==> src/rtl/morse_letter_assembler_pkg.sv <==
// Shared types and helpers for the Morse letter assembler.
//   state_t       : assembler FSM states
//   MORSE_DOT/DASH: element encodings in sym_code
//   len_width()   : width of the element-count field for a given MAX_SYMS
package morse_pkg;

  typedef enum logic [1:0] {
    IDLE = 2'd0,
    MARK = 2'd1,
    GAP  = 2'd2
  } state_t;

  localparam logic MORSE_DOT  = 1'b0;
  localparam logic MORSE_DASH = 1'b1;

  function automatic int unsigned len_width(input int unsigned max_syms);
    return $clog2(max_syms + 1);
  endfunction

endpackage

==> src/rtl/morse_letter_assembler_dur_counter.sv <==
// Saturating duration counter, counting enabled ticks.
//   clk, rst : clock, asynchronous active-high reset
//   clr      : restart at 0 (wins over en)
//   en       : advance by one, holding at all-ones
//   cnt      : current count
module morse_dur_counter #(
  parameter int unsigned CNT_W = 8
) (
  input  logic             clk,
  input  logic             rst,
  input  logic             clr,
  input  logic             en,
  output logic [CNT_W-1:0] cnt
);

  always_ff @(posedge clk or posedge rst) begin
    if (rst) begin
      cnt <= '0;
    end else if (clr) begin
      cnt <= '0;
    end else if (en && (cnt != '1)) begin
      cnt <= cnt + CNT_W'(1);
    end
  end

endmodule

==> src/rtl/morse_letter_assembler.sv <==
// Morse letter assembler: times key marks/spaces in ticks, classifies marks
// as dot/dash, collects up to MAX_SYMS elements and presents each finished
// letter through a one-entry valid/ready buffer.
//   clk, rst   : clock, asynchronous active-high reset
//   tick       : timebase enable
//   key_in     : debounced key level (1 = down)
//   sym_ready  : downstream accepts the buffered letter
//   sym_valid  : buffer holds a letter
//   sym_code   : elements, newest at bit0, dash=1, unused upper bits 0
//   sym_len    : element count of the buffered letter
//   overflow   : sticky, a letter had more than MAX_SYMS elements
//   overrun    : sticky, a letter completed while the buffer was full
//   busy       : FSM not idle
//   word_gap   : (MORSE_WORD_GAP_EN only) one-cycle word boundary pulse
// Build option: define MORSE_WORD_GAP_EN to add word_gap detection.
module morse_letter_assembler
  import morse_pkg::*;
#(
  parameter int unsigned MAX_SYMS         = 6,
  parameter int unsigned CNT_W            = 8,
  parameter int unsigned GLITCH_TICKS     = 1,
  parameter int unsigned DASH_TICKS       = 3,
  parameter int unsigned LETTER_GAP_TICKS = 3
`ifdef MORSE_WORD_GAP_EN
  ,
  parameter int unsigned WORD_GAP_TICKS   = 7
`endif
) (
  input  logic                              clk,
  input  logic                              rst,
  input  logic                              tick,
  input  logic                              key_in,
  input  logic                              sym_ready,
  output logic                              sym_valid,
  output logic [MAX_SYMS-1:0]               sym_code,
  output logic [len_width(MAX_SYMS)-1:0]    sym_len,
  output logic                              overflow,
  output logic                              overrun,
`ifdef MORSE_WORD_GAP_EN
  output logic                              word_gap,
`endif
  output logic                              busy
);

  localparam int unsigned LEN_W = len_width(MAX_SYMS);
  localparam logic [LEN_W-1:0] MAX_C      = LEN_W'(MAX_SYMS);
  localparam logic [CNT_W-1:0] GLITCH_C   = CNT_W'(GLITCH_TICKS);
  localparam logic [CNT_W-1:0] DASH_C     = CNT_W'(DASH_TICKS);
  localparam logic [CNT_W-1:0] LGAP_LAST  = CNT_W'(LETTER_GAP_TICKS - 1);

  state_t              state, state_next;
  logic                key_q;
  logic                rise, fall;
  logic [MAX_SYMS-1:0] code_q, code_next;
  logic [LEN_W-1:0]    len_q, len_next;
  logic [CNT_W-1:0]    mark_cnt, space_cnt;
  logic                mark_clr, mark_en, space_clr, space_en;
  logic                ovf_set, complete, load, elem;

  assign rise = key_in & ~key_q;
  assign fall = ~key_in & key_q;
  assign elem = (mark_cnt >= DASH_C) ? MORSE_DASH : MORSE_DOT;
  assign busy = (state != IDLE);

  morse_dur_counter #(.CNT_W(CNT_W)) u_mark_cnt (
    .clk (clk),
    .rst (rst),
    .clr (mark_clr),
    .en  (mark_en),
    .cnt (mark_cnt)
  );

  morse_dur_counter #(.CNT_W(CNT_W)) u_space_cnt (
    .clk (clk),
    .rst (rst),
    .clr (space_clr),
    .en  (space_en),
    .cnt (space_cnt)
  );

  always_comb begin
    state_next = state;
    code_next  = code_q;
    len_next   = len_q;
    mark_clr   = 1'b0;
    mark_en    = 1'b0;
    space_clr  = 1'b0;
    space_en   = 1'b0;
    ovf_set    = 1'b0;
    complete   = 1'b0;
    unique case (state)
      IDLE: begin
`ifdef MORSE_WORD_GAP_EN
        space_en = tick;
`endif
        if (rise) begin
          state_next = MARK;
          mark_clr   = 1'b1;
        end
      end
      MARK: begin
        mark_en = tick;
        if (fall) begin
          state_next = GAP;
          space_clr  = 1'b1;
          if (mark_cnt >= GLITCH_C) begin
            if (len_q < MAX_C) begin
              code_next = {code_q[MAX_SYMS-2:0], elem};
              len_next  = len_q + LEN_W'(1);
            end else begin
              ovf_set = 1'b1;
            end
          end
        end
      end
      GAP: begin
        space_en = tick;
        // Gap completion and a simultaneous key rise: the current letter is
        // latched first, then the rise starts a fresh letter from empty.
        if (tick && (space_cnt == LGAP_LAST)) begin
          complete   = (len_q != '0);
          code_next  = '0;
          len_next   = '0;
          state_next = rise ? MARK : IDLE;
          mark_clr   = rise;
        end else if (rise) begin
          state_next = MARK;
          mark_clr   = 1'b1;
        end
      end
      default: state_next = IDLE;
    endcase
  end

  assign load = complete && (!sym_valid || sym_ready);

  always_ff @(posedge clk or posedge rst) begin
    if (rst) begin
      state     <= IDLE;
      key_q     <= 1'b0;
      code_q    <= '0;
      len_q     <= '0;
      sym_valid <= 1'b0;
      sym_code  <= '0;
      sym_len   <= '0;
      overflow  <= 1'b0;
      overrun   <= 1'b0;
    end else begin
      state  <= state_next;
      key_q  <= key_in;
      code_q <= code_next;
      len_q  <= len_next;
      if (ovf_set) begin
        overflow <= 1'b1;
      end
      if (complete && !load) begin
        overrun <= 1'b1;
      end
      if (load) begin
        sym_valid <= 1'b1;
        sym_code  <= code_q;
        sym_len   <= len_q;
      end else if (sym_ready) begin
        sym_valid <= 1'b0;
      end
    end
  end

`ifdef MORSE_WORD_GAP_EN
  localparam logic [CNT_W-1:0] WGAP_LAST = CNT_W'(WORD_GAP_TICKS - 1);
  logic wg_armed;

  // Armed by a completed letter; fires once when the continuing space count
  // reaches WORD_GAP_TICKS while idle, and is disarmed by any key rise.
  always_ff @(posedge clk or posedge rst) begin
    if (rst) begin
      wg_armed <= 1'b0;
      word_gap <= 1'b0;
    end else begin
      word_gap <= 1'b0;
      if (complete) begin
        wg_armed <= !rise;
      end else if (rise) begin
        wg_armed <= 1'b0;
      end else if (wg_armed && (state == IDLE) && tick && (space_cnt == WGAP_LAST)) begin
        word_gap <= 1'b1;
        wg_armed <= 1'b0;
      end
    end
  end
`endif

endmodule

==> config.mk <==
export PLATFORM = sky130hd
export DESIGN_NAME = morse_letter_assembler
export DESIGN_NICKNAME = d
export VERILOG_FILES = /design/src/rtl/morse_letter_assembler_pkg.sv /design/src/rtl/morse_letter_assembler_dur_counter.sv /design/src/rtl/morse_letter_assembler.sv
export SDC_FILE = /design/constraint.sdc
export NUM_CORES = 1
export LEC_CHECK = 0
export CAP_MARGIN = 40
export CORE_MARGIN = 2
export CORE_UTILIZATION = 52
export DETAILED_ROUTE_END_ITERATION = 10
export PLACE_DENSITY = 0.73
export SLEW_MARGIN = 10
export SYNTH_ARGS = -nofsm -noshare
export SYNTH_HDL_FRONTEND = slang
export SYNTH_SLANG_ARGS = --single-unit
==> constraint.sdc <==
create_clock -name clk -period 5.6 [get_ports clk]
set_input_delay 1.12 -clock clk [delete_from_list [all_inputs] [get_ports clk]]
set_output_delay 1.12 -clock clk [all_outputs]
set_load 0.005 [all_outputs]
**Pin placement**

Pins as bars across the die edge, other pins in grey.
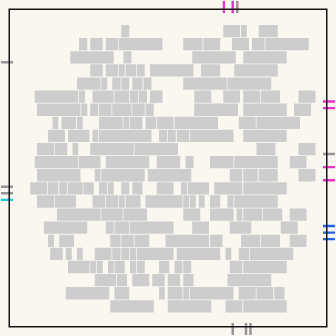
| colour | port | pins | direction | edge |
|---|---|---|---|---|
| blue | sym_len | 3 | output | right |
| magenta | sym_code | 6 | output | 4 right, 2 top |
| cyan | tick | 1 | input | left |

**Signal wires on met3**

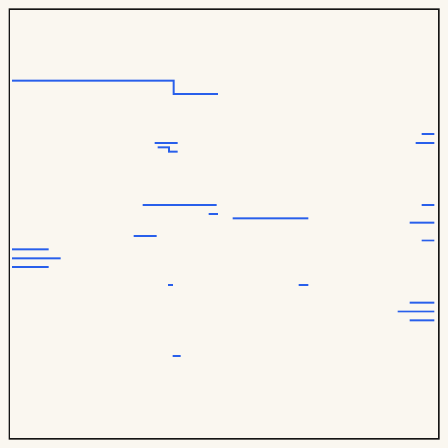
main direction: horizontal
share of all routed wire: 3.1%
nets with wire on the layer: 16
wire length on this layer: 110 µm

==> flow_metrics.py <==
# Metrics from the implementation run
metrics = {
    "pwr": {
        "p_seq_frac": 0.462,
        "p_leak_nw": 1.07,
        "pwr-share-clk": 0.268,
        "switching_share": 0.305,
        "ir_worst_vdd_uv": 211,
        "power_mw": 0.896,
        "combPwrFrac": 0.269,
        "power_density_nw_per_um2": 389,
    },
    "clock_tree": {
        "cts-root-buf": "clkbuf_8",
        "cts_htree_levels": 2,
        "clkLatencyLatePin_ps": 290,
        "hold_buffers": 0,
        "cts_resized": 0,
        "cts_buffers": 5,
        "clock_path_buffers": 2,
        "cts_setup_buffers": 0,
        "cts_tree": "yes",
    },
    "setup_path": {
        "rr_endpoint": "len_q[1]",
        "ff2ff_setup_slack_ps": 3420,
        "crit_type": "in -> reg",
        "startpoint": "tick",
        "worstSetupEndpointType": "flip-flop",
        "endpoint": "sym_len[1]",
        "critical_path_peak_fanout": 9,
        "worstSetupStartpointType": "input port",
        "required_ps": 5780,
    },
    "logic_synthesis": {
        "yosys.area.top_type": "dfrtp_1",
        "yosys.area_share.adder": 0.0444,
        "synth_nets": 184,
        "yosysWarnings": 0,
        "synth_top_area_share": 0.508,
        "ys_area_um2": 1970,
        "yosys_cells": 172,
        "ys_seq_share": 0.508,
        "synth.area.top_cells": "dfrtp_1 (51%), mux2_2 (5.7%), ha_1 (4.4%)",
        "async_flop_share": 1.00,
        "synthSimpleGateAreaFrac": 0.194,
        "edf_count": 0,
        "synthXorXnorAreaFrac": 0.0133,
        "yosys_register_bits": 40,
        "mux_share": 0.0825,
        "ys_top_logic_family": "simple AND/OR/NAND/NOR gates",
    },
    "final_layout": {
        "drive_above_1_share": 0.190,
        "area_growth_pct": 16.8,
        "num_antenna_cells": 0,
        "fin_nets": 206,
        "layout.cells.non_filler": 243,
        "fin_area_um2": 2300,
    },
    "sta": {
        "slew_headroom": 0.587,
        "hold_viol": 0,
        "finalClockPeriodUsage": 0.491,
        "worst_slack_ps": 2850,
        "skew_ps": 5.88,
        "fmax_mhz": 364,
        "holdWs_ps": 474,
        "setup_viol": 0,
        "rsz0062_at_grt": "false",
        "slew_viol_final": 0,
    },
    "global_routing": {
        "grt_max_degree": 41,
        "grt_pass1_vias": 1395,
        "grt_overflow": 0,
        "antenna_found_initial": 0,
        "grt_pass1_wl_um": 6450,
    },
    "place": {
        "place_inst": 235,
        "hpwl_um": 2450,
        "io_buffers": 17,
        "place_ws_ps": 2530,
        "globalplace.congestion": 0.746,
    },
    "outcome": {
        "status": "finished, final reports clean",
    },
    "routing": {
        "viasPerCell": 5.70,
        "first_iter_violations": 77,
        "first_pass_iters": 4,
        "dr_total_vias": 1384,
        "ant_nets": 0,
        "finalWirelength_um": 3500,
    },
    "floorplanning": {
        "initial_core_util": 0.539,
        "die_area_um2": 4300,
        "die_y_um": 65.6,
        "core-area_um2": 3660,
        "rows": 22,
        "die_w_um": 65.6,
    },
    "hold_path": {
        "min_path_type": "reg -> reg",
    },
    "run": {
        "openroad.warnings": 30,
    },
}
**Congestion heat map**

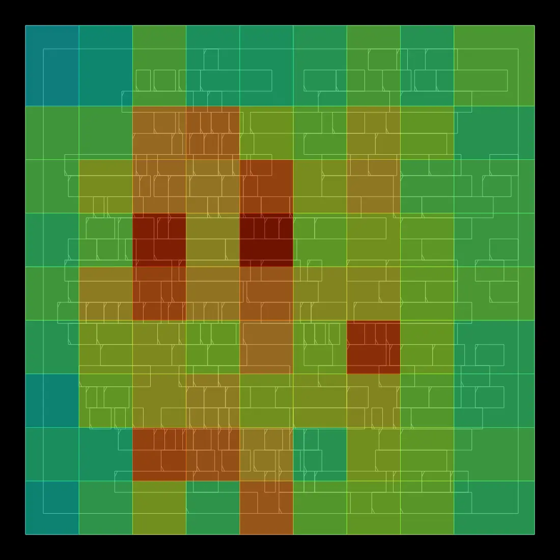
Total GRT Usage: 0.197
M3 GR Usage: 0.0428
met1 usage: 0.273
gr busiest metal: met2

[worst min path at each step]
stage	startpoint	endpoint	depth (start not counted)
3_5_place_dp	overrun	overrun	1
4_1_cts	overrun	overrun	1
5_1_grt	overrun	overrun	1
2_1_floorplan	code_q[5]	code_q[5]	1
6_report	overrun	overrun	1
3_3_place_gp	overrun	overrun	1
[registers in the layout, indices dropped and copies added (netlist names)]
name	flops
state	2
overflow	1
overrun	1
u_space_cnt.cnt	8
code_q	6
sym_code	6
sym_valid	1
sym_len	3
len_q	3
u_mark_cnt.cnt	8
key_q	1
[layout by cell type, fill, tap and decap left out, types with 6 or more instances in the layout]
cell type / n
nand2_1: 13
ha_1: 7
nor2_1: 8
nand3_1: 6
inv_1: 9
dfrtp_1: 40
a21oi_1: 11
mux2_2: 10
clkdlybuf4s50_1: 17
[cells by family (layout without fill, tap and decap cells)]
kind of cell / after synthesis / count (layout)
simple gates: 60 / 60
flops: 40 / 40
compound gates: 35 / 35
mux: 15 / 15
buf+inv: 12 / 35
fa+ha+maj: 7 / 7
xor+xnor: 3 / 3
[synthesized netlist by cell type (2+ instances only)]
library cell and count:
a211oi_1 2, a21o_1 2, a21oi_1 11, a22o_2 4
and4_1 2, and4bb_2 2, dfrtp_1 40, ha_1 7
inv_1 9, mux2_2 10, mux2i_1 5, nand2_1 13
nand2b_1 2, nand3_1 6, nand3b_1 2, nand4_1 2
nor2_1 8, nor2b_1 2, nor4_1 2, o21ai_0 5
o31ai_1 4, or2_2 2, or3_1 3, or4_1 4
xnor2_1 2
[cell type report]
class,instances,area [µm²]
clock buffers,5,68.8
flip-flops and latches,40,1000
clock inverters,3,46.3
inverters,9,33.8
well taps,48,60.1
repair buffers,18,178
fillers,285,1360
multi-input cells,120,915
[power by group through the flow]
stage                     registers, mW  logic [mW]  clock network [mW]
after CTS                         0.414       0.245               0.244
after detailed placement          0.419       0.240                   0
after global placement            0.414       0.233                   0
after global routing              0.425       0.275               0.260
final                             0.414       0.241               0.240
after floorplan                   0.401       0.170                   0
[per-layer routing]
layer	vias up	wire, µm	track usage
li1	673	-	-
met1	678	1690	0.273
met2	27	1660	0.310
met3	6	109	0.0428
met4	0	40	0.0599
met5	-	0	0
[critical path: stages]
cell and delay (ps):
clkdlybuf4s50_1 500, and4bb_2 300, nand3_2 150, nor3_4 460, mux2_2 390
Power and IR drop assume default switching activity.
